==> src/rtl/iiitb_piso_stream.sv <==
// Parallel-in/serial-out streamer: valid/ready word input, one-word hold buffer,
// framed serial output with stall. Define PISO_PARITY_EN to append an even-parity bit.
module iiitb_piso_stream #(
    parameter int WIDTH     = 8,
    parameter bit LSB_FIRST = 1'b0,
    parameter int CNT_W     = 16
) (
    input  logic             clk,
    input  logic             rst,
    input  logic             in_valid,
    input  logic [WIDTH-1:0] in_data,
    output logic             in_ready,
    input  logic             ser_en,
    output logic             ser_out,
    output logic             ser_valid,
    output logic             ser_sof,
    output logic             ser_eof,
    output logic             busy,
    output logic [CNT_W-1:0] frame_cnt
);

`ifdef PISO_PARITY_EN
    localparam int FLEN = WIDTH + 1;
`else
    localparam int FLEN = WIDTH;
`endif
    localparam int BW = $clog2(FLEN);

    // Handshake: a word moves on a rising edge where in_valid and in_ready are both high;
    // a serial bit moves on a rising edge where ser_valid and ser_en are both high.
    typedef enum logic {IDLE, SHIFT} state_t;

    state_t           state, state_d;
    logic [WIDTH-1:0] sh_q;
    logic [WIDTH-1:0] hold_q;
    logic             hold_full;
    logic [BW-1:0]    bit_cnt;
    logic [CNT_W-1:0] frame_q;
    logic             accept;
    logic             last_bit;
    logic             data_bit;
    logic             cur_bit;
    logic             load_in;
    logic             load_hold;
    logic             to_hold;
    logic             shift;
    logic             done;

    assign accept   = in_valid & ~hold_full;
    assign last_bit = (state == SHIFT) && (bit_cnt == BW'(FLEN - 1));
    assign data_bit = LSB_FIRST ? sh_q[0] : sh_q[WIDTH-1];

`ifdef PISO_PARITY_EN
    logic par_q;
    assign cur_bit = (bit_cnt == BW'(WIDTH)) ? par_q : data_bit;
`else
    assign cur_bit = data_bit;
`endif

    always_comb begin
        state_d   = state;
        load_in   = 1'b0;
        load_hold = 1'b0;
        to_hold   = 1'b0;
        shift     = 1'b0;
        done      = 1'b0;
        case (state)
            IDLE: begin
                if (accept) begin
                    load_in = 1'b1;
                    state_d = SHIFT;
                end
            end
            SHIFT: begin
                if (ser_en) begin
                    if (last_bit) begin
                        done = 1'b1;
                        // Refill from the hold buffer first, then straight from the input, so frames abut.
                        if (hold_full)   load_hold = 1'b1;
                        else if (accept) load_in   = 1'b1;
                        else             state_d   = IDLE;
                    end else begin
                        shift = 1'b1;
                    end
                end
                if (accept && !load_in) to_hold = 1'b1;
            end
            default: state_d = IDLE;
        endcase
    end

    always_ff @(posedge clk or negedge rst) begin
        if (!rst) begin
            state     <= IDLE;
            sh_q      <= '0;
            hold_q    <= '0;
            hold_full <= 1'b0;
            bit_cnt   <= '0;
            frame_q   <= '0;
`ifdef PISO_PARITY_EN
            par_q     <= 1'b0;
`endif
        end else begin
            state <= state_d;
            if (load_in) begin
                sh_q    <= in_data;
                bit_cnt <= '0;
`ifdef PISO_PARITY_EN
                par_q   <= ^in_data;
`endif
            end else if (load_hold) begin
                sh_q    <= hold_q;
                bit_cnt <= '0;
`ifdef PISO_PARITY_EN
                par_q   <= ^hold_q;
`endif
            end else if (shift) begin
                sh_q    <= LSB_FIRST ? (sh_q >> 1) : (sh_q << 1);
                bit_cnt <= bit_cnt + 1'b1;
            end
            if (to_hold) begin
                hold_q    <= in_data;
                hold_full <= 1'b1;
            end else if (load_hold) begin
                hold_full <= 1'b0;
            end
            if (done) frame_q <= frame_q + 1'b1;
        end
    end

    assign in_ready  = ~hold_full;
    assign ser_valid = (state == SHIFT);
    assign ser_out   = ser_valid & cur_bit;
    assign ser_sof   = ser_valid && (bit_cnt == '0);
    assign ser_eof   = last_bit;
    assign busy      = ser_valid | hold_full;
    assign frame_cnt = frame_q;

endmodule

==> config.mk <==
export PLATFORM = sky130hd
export DESIGN_NAME = iiitb_piso_stream
export DESIGN_NICKNAME = d
export VERILOG_FILES = /design/src/rtl/iiitb_piso_stream.sv
export SDC_FILE = /design/constraint.sdc
export NUM_CORES = 1
export LEC_CHECK = 0
export CORE_MARGIN = 4
export CORE_UTILIZATION = 40
export CTS_BUF_LIST = sky130_fd_sc_hd__clkbuf_2 sky130_fd_sc_hd__clkbuf_4 sky130_fd_sc_hd__clkbuf_8
export DETAILED_ROUTE_END_ITERATION = 10
export GPL_TIMING_DRIVEN = 0
export MAX_ROUTING_LAYER = met4
export PLACE_DENSITY = 0.75
export SLEW_MARGIN = 20
export SYNTH_ARGS = -nofsm -noshare
export SYNTH_HDL_FRONTEND = slang
export SYNTH_SLANG_ARGS = --single-unit
export TNS_END_PERCENT = 5
==> constraint.sdc <==
create_clock -name clk -period 1.9 [get_ports clk]
set_input_delay 0.19 -clock clk [delete_from_list [all_inputs] [get_ports clk]]
set_output_delay 0.19 -clock clk [all_outputs]
set_load 0.01 [all_outputs]
==> impl_report.txt, run 1 <==
IMPLEMENTATION SUMMARY REPORT
----------------------------------------------------
[Clocking]
  Sink Count ........................ 37
  Clock buffer count from CTS ........................ 5
  Post-cts sizing count ........................ 5
  Post-CTS Setup Inserts ........................ 0

[Setup path]
  WP data required ........................ 2.06 ns
  CP max-delay cell ........................ sky130_fd_sc_hd__dfrtp_1
  Number of cells on the critical path ........................ 6
  Crit path max fanout ........................ 8
  Family with the most delay on the worst path ........................ simple AND/OR/NAND/NOR gates
  Crit path largest cell delay ........................ 0.40 ns
  Critical setup path kind ........................ reg2reg

[Pwr]
  Post-layout power ........................ 2.46 mW
  Logic gate share of total power ........................ 33.8%

[Status]
  Result of the run ........................ finished, final reports clean

[Timing]
  Setup repair after global routing missed its margin ........................ no
  Final max-slew violation count ........................ 0
  Final critical-path required period ........................ 1.78 ns

[Global route]
  Global-route wire length before repair ........................ 6080 microns
  Via count of the first global-routing pass ........................ 1,342

[Drt]
  Antenna-violating nets left ........................ 0
  Detail Route met3 WL ........................ 178 microns

[Synthesis]
  Synthesized instance count ........................ 162
  Top cells by area, synth ........................ sky130_fd_sc_hd__dfrtp_1, sky130_fd_sc_hd__mux2_2, sky130_fd_sc_hd__xnor2_1

[Placement]
  Quantity of I/O buffers inserted on ports ........................ 33
  Final weighted congestion in routability-driven placement ........................ 0.753

[Floorplan]
  Placeable core region ........................ 4380 sq um

[Finish]
  Final cell count without fillers ........................ 254

----------------------------------------------------
==> run 1: metal layers <==
metal,up-vias,global-route usage [%]
met4,0,5.24
li1,629,-
met2,27,22.0
met1,613,18.8
met3,8,4.09
met5,-,-
==> run 1: Yosys cell counts, types with 2 or more instances <==
library cell,instances
sky130_fd_sc_hd__o21ai_1,7
sky130_fd_sc_hd__nor2_1,7
sky130_fd_sc_hd__buf_6,2
sky130_fd_sc_hd__dfrtp_1,37
sky130_fd_sc_hd__inv_1,5
sky130_fd_sc_hd__or2_2,3
sky130_fd_sc_hd__a21oi_1,2
sky130_fd_sc_hd__mux2_2,15
sky130_fd_sc_hd__mux2i_1,9
sky130_fd_sc_hd__buf_4,2
sky130_fd_sc_hd__nand3_1,7
sky130_fd_sc_hd__ha_1,4
sky130_fd_sc_hd__nand4_1,3
sky130_fd_sc_hd__nand2_1,23
sky130_fd_sc_hd__and2_1,3
sky130_fd_sc_hd__xnor2_1,13
sky130_fd_sc_hd__and3_1,2
sky130_fd_sc_hd__xor2_1,3
==> run 1: logic make-up after synthesis <==
kind of cell               share of synthesized area [%]
AOI/OAI and AO/OA                                   4.10
xor gates and xnor gates                            7.66
DFF                                                 50.6
buffers and inverters                               3.56
adders and majority gates                           2.74
muxes                                               14.2
and+or+nand+nor                                     17.2
==> run 1: flip-flops by register name, indices dropped and copies added, names as in the netlist <==
| name | cells |
|---|---|
| sh_q | 8 |
| hold_q | 8 |
| hold_full | 1 |
| frame_cnt | 16 |
| bit_cnt | 3 |
| ser_valid | 1 |
==> run 1: layout make-up <==
class	instances	share of cell area, %
flip-flops and latches	37	39.5
multi-input cells	114	36.5
repair buffers	35	15.5
clock buffers	5	2.93
well taps	52	2.77
plain buffers	5	1.76
inverters	5	0.800
clock inverters	1	0.213
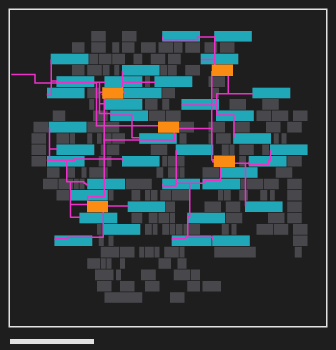
Fig. 1. Clock wires, drivers and flops (run 1).
The bar under the picture is 20 microns long.
- flip-flops: cyan (count 37)
- clock-net drivers: orange (count 5)
- clock wires: magenta (length 427 microns)
- routed clock nets: 6
clock share of power: 19.8%
clock latency at the later pin of the worst-skew pair: 0.28 ns
power of the clock network: 487 uW

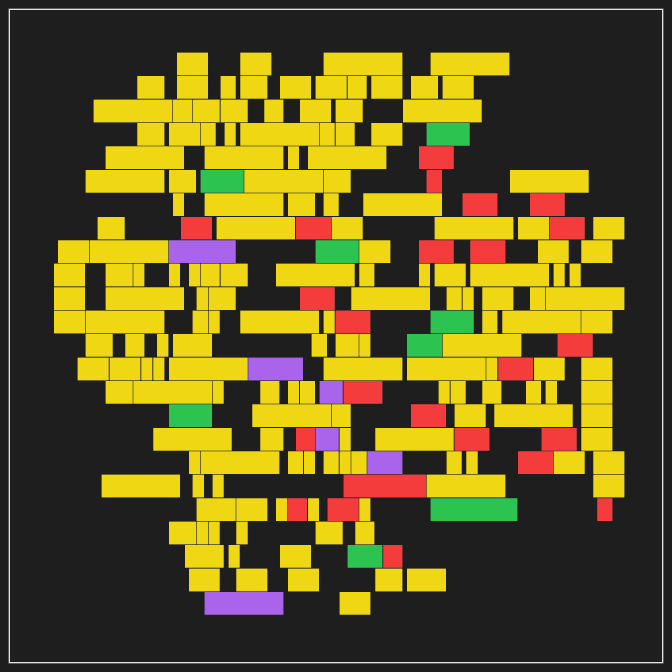
Fig. 2. Drive-strength map (run 1).
- x2: red (cells 24; share 12%)
- x3 and x4: purple (cells 6; share 3.0%)
- x1 and smaller: yellow (cells 164; share 81%)
- x6 and larger: green (cells 8; share 4.0%)
count of plain and timing-repair buffers in the layout: 40
worst setup slack after layout: 0.115 ns
total non-filler cell area in the finished layout: 2350 sq um

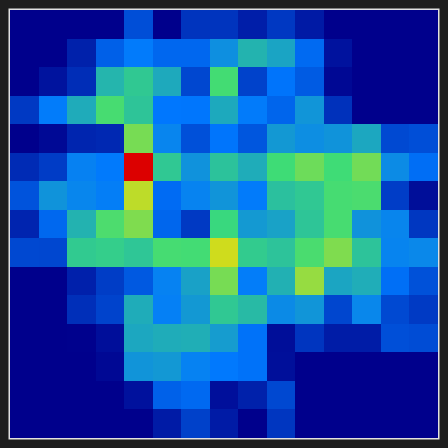
Fig. 3. Routed metal per tile (run 1).
The die is cut into 15 by 15 equal tiles; dark blue is low, red is high, scaled to the fullest tile. Values are wire area over tile area, all layers added.
- mean over tiles: 0.097
- tiles over half the peak: 9.3%
- fullest tile: 0.47
- nearly empty tiles: 27%
- emptiest ninth of the die: bottom left

Fig. 4: run 1, sequential cells grouped by signal name
The bar under the picture is 20 microns long. Other sequential cells in the stronger grey, the rest of the logic in the fainter grey.
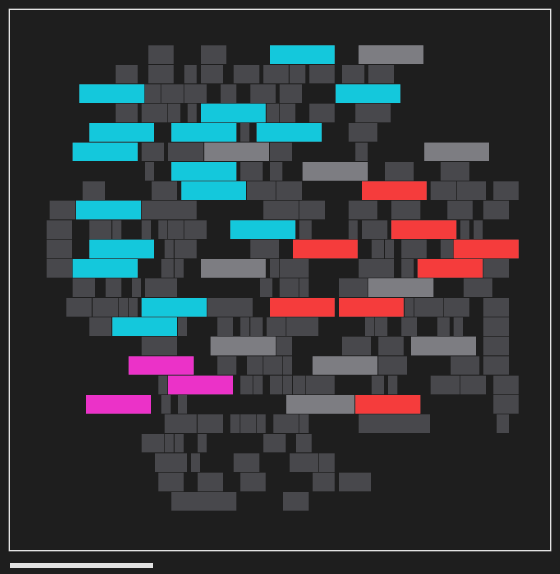

--- run 2 (diff from run 1) ---
--- a/config.mk
+++ b/config.mk
@@ -5,13 +5,14 @@
 export SDC_FILE = /design/constraint.sdc
 export NUM_CORES = 1
 export LEC_CHECK = 0
+export CORE_ASPECT_RATIO = 0.75
 export CORE_MARGIN = 4
-export CORE_UTILIZATION = 40
+export CORE_UTILIZATION = 48
 export CTS_BUF_LIST = sky130_fd_sc_hd__clkbuf_2 sky130_fd_sc_hd__clkbuf_4 sky130_fd_sc_hd__clkbuf_8
 export DETAILED_ROUTE_END_ITERATION = 10
 export GPL_TIMING_DRIVEN = 0
 export MAX_ROUTING_LAYER = met4
-export PLACE_DENSITY = 0.75
+export PLACE_DENSITY = 0.86
 export SLEW_MARGIN = 20
 export SYNTH_ARGS = -nofsm -noshare
 export SYNTH_HDL_FRONTEND = slang
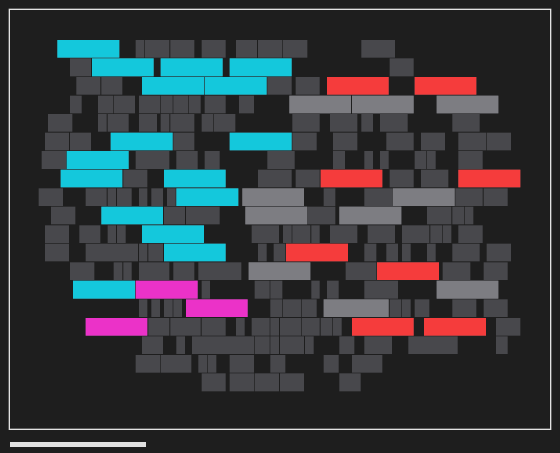
Fig. 5. Sequential cells grouped by signal name (run 2).
The bar under the picture is 20 microns long. Other sequential cells in the stronger grey, the rest of the logic in the fainter grey.
- bit_cnt: magenta (flops 3)
- sh_q: red (flops 8)
- frame_cnt: cyan (flops 16)

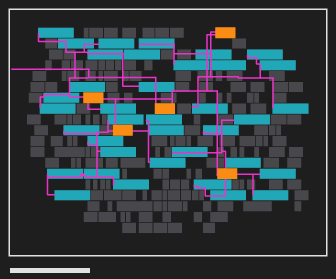
Fig. 6. Clock wires, drivers and flops (run 2).
The bar under the picture is 20 microns long.
- clock wires: magenta (length 444 microns)
- clock-net drivers: orange (count 5)
- flip-flops: cyan (count 37)
- routed clock nets: 6
power of the clock network: 534 uW
clock share of power: 21.5%
Final Skew: 0.00513 ns

==> impl_report.txt, run 2 <==
IMPLEMENTATION SUMMARY REPORT
----------------------------------------------------
[Status]
  Result of the run ........................ finished, final reports clean

[Timing]
  Final critical-path required period ........................ 1.79 ns (+0.00705 ns)
  Worst setup slack after layout ........................ 0.108 ns (-0.00705 ns)
  Final max-slew violation count ........................ 0 (unchanged)
  Setup repair after global routing missed its margin ........................ no

[Drt]
  DR iter-0 viols ........................ 74
  Detail Route met3 WL ........................ 157 microns (-12%)
  Average wire length per cell after detail routing ........................ 13.5 microns
  Antenna-violating nets left ........................ 0 (unchanged)

[Synthesis]
  Leading cell types by count after synthesis ........................ sky130_fd_sc_hd__dfrtp_1, sky130_fd_sc_hd__nand2_1, sky130_fd_sc_hd__mux2_2
  Cell area after technology mapping ........................ 1830 sq um
  Top cells by area, synth ........................ sky130_fd_sc_hd__dfrtp_1, sky130_fd_sc_hd__mux2_2, sky130_fd_sc_hd__xnor2_1
  Synthesized instance count ........................ 162 (unchanged)
  Top-count cell post-synth ........................ sky130_fd_sc_hd__dfrtp_1
  Cell type with the largest total area ........................ sky130_fd_sc_hd__dfrtp_1
  Yosys cell count ........................ 162

[Setup path]
  Crit path largest cell delay ........................ 0.40 ns (about the same)
  Crit path max fanout ........................ 8 (unchanged)
  WP data required ........................ 2.06 ns (about the same)
  Reg-to-Reg Start ........................ bit_cnt[1]$_DFFE_PN0P_
  Cells along the critical path ........................ ha_1 > ha_4 > a21boi_0 > or2_2 > buf_4 > mux2i_1 > o21ai_1
  Kind of end point of the critical path ........................ flip-flop
  Critical setup path kind ........................ reg2reg
  Family with the most delay on the worst path ........................ adder cells
  CP max-delay cell ........................ sky130_fd_sc_hd__dfrtp_1

[Global route]
  Number of antenna violations at the first check in global routing ........................ 0
  Met3 Usage GRT ........................ 4.97% (+0.88 points)
  Routing usage on met2 ........................ 25.2% (+3.2 points)
  Via count of the first global-routing pass ........................ 1,257 (-6.3%)
  Global-route track usage on met1 ........................ 20.6% (+1.7 points)
  Global-route wire length before repair ........................ 5820 microns (-4.2%)
  Global route hottest layer ........................ met2
  Global-route usage over all layers ........................ 16.2%

[Placement]
  Final weighted congestion in routability-driven placement ........................ 0.816 (+8.3%)
  Quantity of I/O buffers inserted on ports ........................ 33 (unchanged)

[Pwr]
  Power density cells ........................ 1060 nW/um^2

[Finish]
  Inserted Diodes ........................ 0
  Top library cells by usage in the layout, fill and taps aside ........................ sky130_fd_sc_hd__dfrtp_1, sky130_fd_sc_hd__clkdlybuf4s50_1, sky130_fd_sc_hd__nand2_1
  Number of flip-flops under the largest register name ........................ 16 (unchanged)
  Share of post-route cells with drive strength above 1 ........................ 19.6%
  Final cell count without fillers ........................ 256 (+0.79%)

[Floorplan]
  Initial core utilization ........................ 50.0%
  Placeable core region ........................ 3660 sq um (-16%)

[Clocking]
  Worst-path clk slew ........................ 0.07 ns
  Clock latency at the later pin of the worst-skew pair ........................ 0.28 ns (about the same)
  Post-CTS Setup Inserts ........................ 0 (unchanged)
  Sink Count ........................ 37 (unchanged)
  Clock H-tree levels ........................ 2
  Clock buffer count from CTS ........................ 5 (unchanged)

----------------------------------------------------
run 2: cell counts after synthesis:
Identical to the previous run, type by type.
run 2: cells by family after synthesis:
kind of cell	Yosys count	synth area share, %
compound gates	13	4.10
xor+xnor	16	7.66
fa+ha+maj	4	2.74
buf+inv	11	3.56
flops	37	50.6
mux	24	14.2
simple gates	57	17.2
run 2: power groups by stage:
stage	registers [mW]	clock network, mW	logic, mW
finish	1.14	0.534	0.817
global route	1.17	0.583	0.921
CTS	1.14	0.551	0.827
detailed placement	1.15	0	0.809
global placement	1.14	0	0.781
floorplan	1.13	0	0.538
run 2: repair_timing:
item	CTS	global route
hold endpoints to repair	8	0
setup endpoints to repair	18	11
resized	4	2
pin swaps	0	1
hold buffers	1	0
run 2: path summary, 6_finish.rpt:
kind / cells after the start / endpoint / slack (ns)
worst max-delay path: 7 / sh_q[7]$_DFFE_PN0P_ / 0.11
min in group clk: 1 / frame_cnt[15]$_DFFE_PN0P_ / 0.47
worst min-delay path: 2 / sh_q[4]$_DFFE_PN0P_ / 0.29
worst min register to register: 1 / frame_cnt[15]$_DFFE_PN0P_ / 0.47
max in group asynchronous: 3 / ser_valid$_DFF_PN0_ / 1.18
worst max register to register: 7 / sh_q[7]$_DFFE_PN0P_ / 0.11
run 2: area by class of cell:
class,count,share of cell area [%]
Sequential cell,37,39.4
Tap cell,52,2.77
Timing Repair Buffer,35,15.2
Buffer,5,1.76
Clock inverter,2,0.426
Multi-Input combinational cell,114,36.4
Clock buffer,6,3.25
Inverter,5,0.798
run 2: through the flow:
stage,setup TNS [ns],power (mW),cell area (sq um)
2_1_floorplan,0,1.66,1830
3_3_place_gp,-8.73,1.92,2220
3_5_place_dp,-1.00,1.96,2240
4_1_cts,0,2.52,2340
5_1_grt,0,2.67,2350
6_report,0,2.49,2350
Fig. 7: run 2, drive-strength map
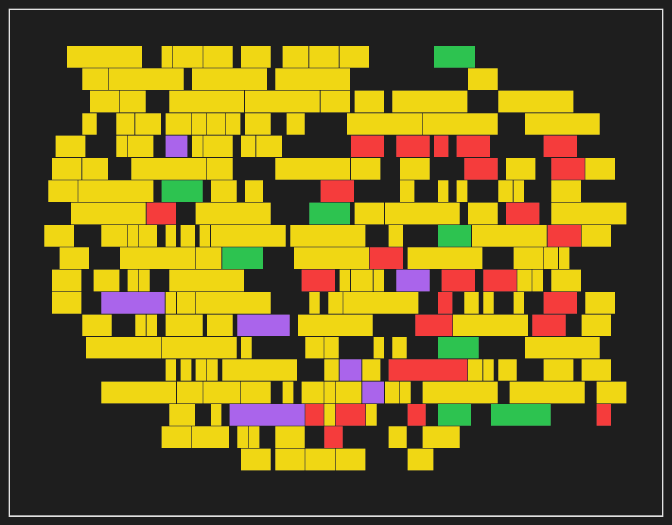

--- run 3 (diff from run 2) ---
--- a/config.mk
+++ b/config.mk
@@ -13,7 +13,6 @@
 export GPL_TIMING_DRIVEN = 0
 export MAX_ROUTING_LAYER = met4
 export PLACE_DENSITY = 0.86
-export SLEW_MARGIN = 20
 export SYNTH_ARGS = -nofsm -noshare
 export SYNTH_HDL_FRONTEND = slang
 export SYNTH_SLANG_ARGS = --single-unit
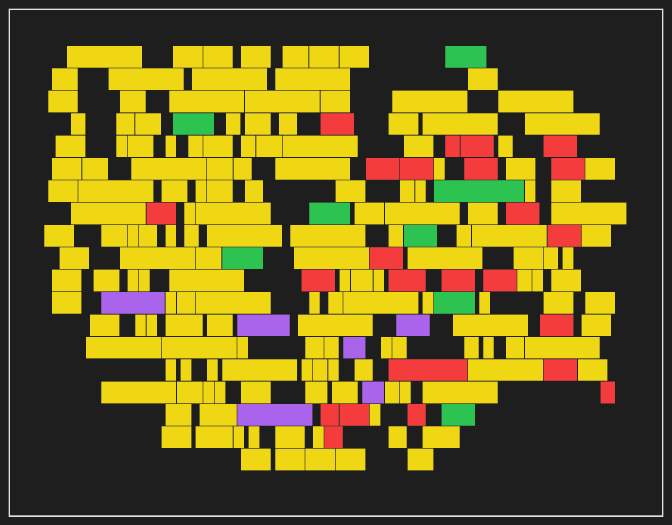
Fig. 8. Drive-strength map (run 3).
- x6 and larger: green (cells 8; share 4.0%)
- x3 and x4: purple (cells 6; share 3.0%)
- x1 and smaller: yellow (cells 163; share 81%)
- x2: red (cells 24; share 12%)
area delta synth->final: 27.8%
count of plain and timing-repair buffers in the layout: 38

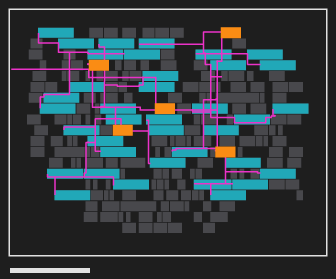
Fig. 9. Clock wires, drivers and flops (run 3).
The bar under the picture is 20 microns long.
- flip-flops: cyan (count 37)
- clock-net drivers: orange (count 5)
- clock wires: magenta (length 446 microns)
- routed clock nets: 6

==> impl_report.txt, run 3 <==
IMPLEMENTATION SUMMARY REPORT
----------------------------------------------------
[Status]
  Result of the run ........................ finished, violations left
  Failing checks ........................ negative hold slack

[Synthesis]
  Fraction of synthesized area in multiplexers ........................ 14.2% (unchanged)
  Comb area leader ........................ simple AND/OR/NAND/NOR gates
  Complex Gates by Area ........................ 4.10% (unchanged)
  Cell area after technology mapping ........................ 1830 sq um (unchanged)
  Synthesized instance count ........................ 162 (unchanged)
  Cell type with the largest total area ........................ sky130_fd_sc_hd__dfrtp_1
  Simple share ........................ 17.2% (unchanged)

[Finish]
  Share of post-route cells with drive strength above 1 ........................ 18.9% (-0.70 points)
  Non-clk buf share ........................ 15.7% (-1.2 points)
  Share of cell area taken by multi-input logic gates ........................ 36.6% (+0.19 points)
  Clock buffers and inverters, area share ........................ 4.44% (+0.77 points)
  Clock buffer instance count of the final layout ........................ 5 (-1)
  Top cell class by occupied area ........................ sequential cells
  Seq_cells ........................ 37 (unchanged)
  Top library cells by usage in the layout, fill and taps aside ........................ sky130_fd_sc_hd__dfrtp_1, sky130_fd_sc_hd__clkdlybuf4s50_1, sky130_fd_sc_hd__nand2_1
  Inserted Diodes ........................ 0 (unchanged)
  Multi-input combinational cell count ........................ 114 (unchanged)

[Setup path]
  WP data required ........................ 2.07 ns (about the same)
  Reg-to-Reg Start ........................ bit_cnt[1]$_DFFE_PN0P_
  FF-to-FF setup slack ........................ 0.13 ns (+0.02 ns)
  Crit path max fanout ........................ 8 (unchanged)
  Critical setup path kind ........................ reg2reg
  R2R cell count ........................ 6 (-1)
  Worst R2R End ........................ hold_q[1]$_DFFE_PN0P_

[Timing]
  Number of failing hold endpoints at the final stage ........................ 24
  Worst Hold Margin ........................ -0.00601 ns
  Final max-slew violation count ........................ 0 (unchanged)
  Final Skew ........................ 0.00551 ns (+0.000381 ns)
  Final critical-path required period ........................ 1.77 ns (-0.0185 ns)

[Pwr]
  Power density cells ........................ 1110 nW/um^2 (+5.1%)
  Top power consumer group ........................ registers

[Global route]
  Global route hottest layer ........................ met2
  Global-route track usage on met1 ........................ 22.7% (+2.2 points)
  Via count of the first global-routing pass ........................ 1,272 (+1.2%)
  Routing usage on met2 ........................ 24.9% (-0.24 points)
  Global-route usage over all layers ........................ 16.9% (+0.71 points)
  Global-route wire length before repair ........................ 6100 microns (+4.7%)

[Floorplan]
  Number of tap instances ........................ 52 (unchanged)
  Initial core utilization ........................ 50.0% (unchanged)

[Drt]
  Antenna-violating nets left ........................ 0 (unchanged)
  Detail Route met3 WL ........................ 174 microns (+11%)

[Clocking]
  Hold bufs inserted after CTS ........................ 0 (-1)
  Post-CTS Setup Inserts ........................ 0 (unchanged)
  Clock buffer count from CTS ........................ 5 (unchanged)

[Placement]
  Quantity of I/O buffers inserted on ports ........................ 33 (unchanged)
  Final weighted congestion in routability-driven placement ........................ 0.816 (unchanged)

----------------------------------------------------
[run 3: timing repair]
item                                    in CTS  in global routing
resized                                      5                  2
endpoints found under the setup margin      18                  6
pin swaps                                    0                  1
[run 3: worst max path at each step]
stage	startpoint	to	slack, ns	cells past startpoint
after global routing	bit_cnt[1]$_DFFE_PN0P_	sh_q[2]$_DFFE_PN0P_	-0.002	6
after CTS	ser_valid$_DFF_PN0_	busy	0.03	3
after floorplan	bit_cnt[0]$_DFFE_PN0P_	hold_q[0]$_DFFE_PN0P_	0.11	7
after global placement	rst	frame_cnt[8]$_DFFE_PN0P_	-0.22	1
final	bit_cnt[1]$_DFFE_PN0P_	hold_q[1]$_DFFE_PN0P_	0.13	6
after detailed placement	bit_cnt[1]$_DFFE_PN0P_	hold_q[2]$_DFFE_PN0P_	-0.12	7
[run 3: metrics by stage]
| stage | setup TNS, ns | utilization (%) | area (sq um) | power [mW] |
|---|---|---|---|---|
| 6_report | 0 | 63.9 | 2340 | 2.60 |
| 5_1_grt | -0.00245 | 63.9 | 2340 | 2.79 |
| 3_3_place_gp | -8.73 | 60.8 | 2220 | 1.92 |
| 2_1_floorplan | 0 | - | 1830 | 1.66 |
| 3_5_place_dp | -0.991 | 60.6 | 2220 | 1.95 |
| 4_1_cts | 0 | 63.8 | 2340 | 2.64 |
[run 3: worst max-delay path, stage by stage (launching register included)]
cell and delay (ns):
sky130_fd_sc_hd__dfrtp_1 0.40, sky130_fd_sc_hd__ha_1 0.22, sky130_fd_sc_hd__ha_4 0.20, sky130_fd_sc_hd__nand2_1 0.08, sky130_fd_sc_hd__nand3_1 0.12, sky130_fd_sc_hd__nor2_4 0.26, sky130_fd_sc_hd__mux2_2 0.38
No activity file was given, so power comes from the tool's default toggle rates.
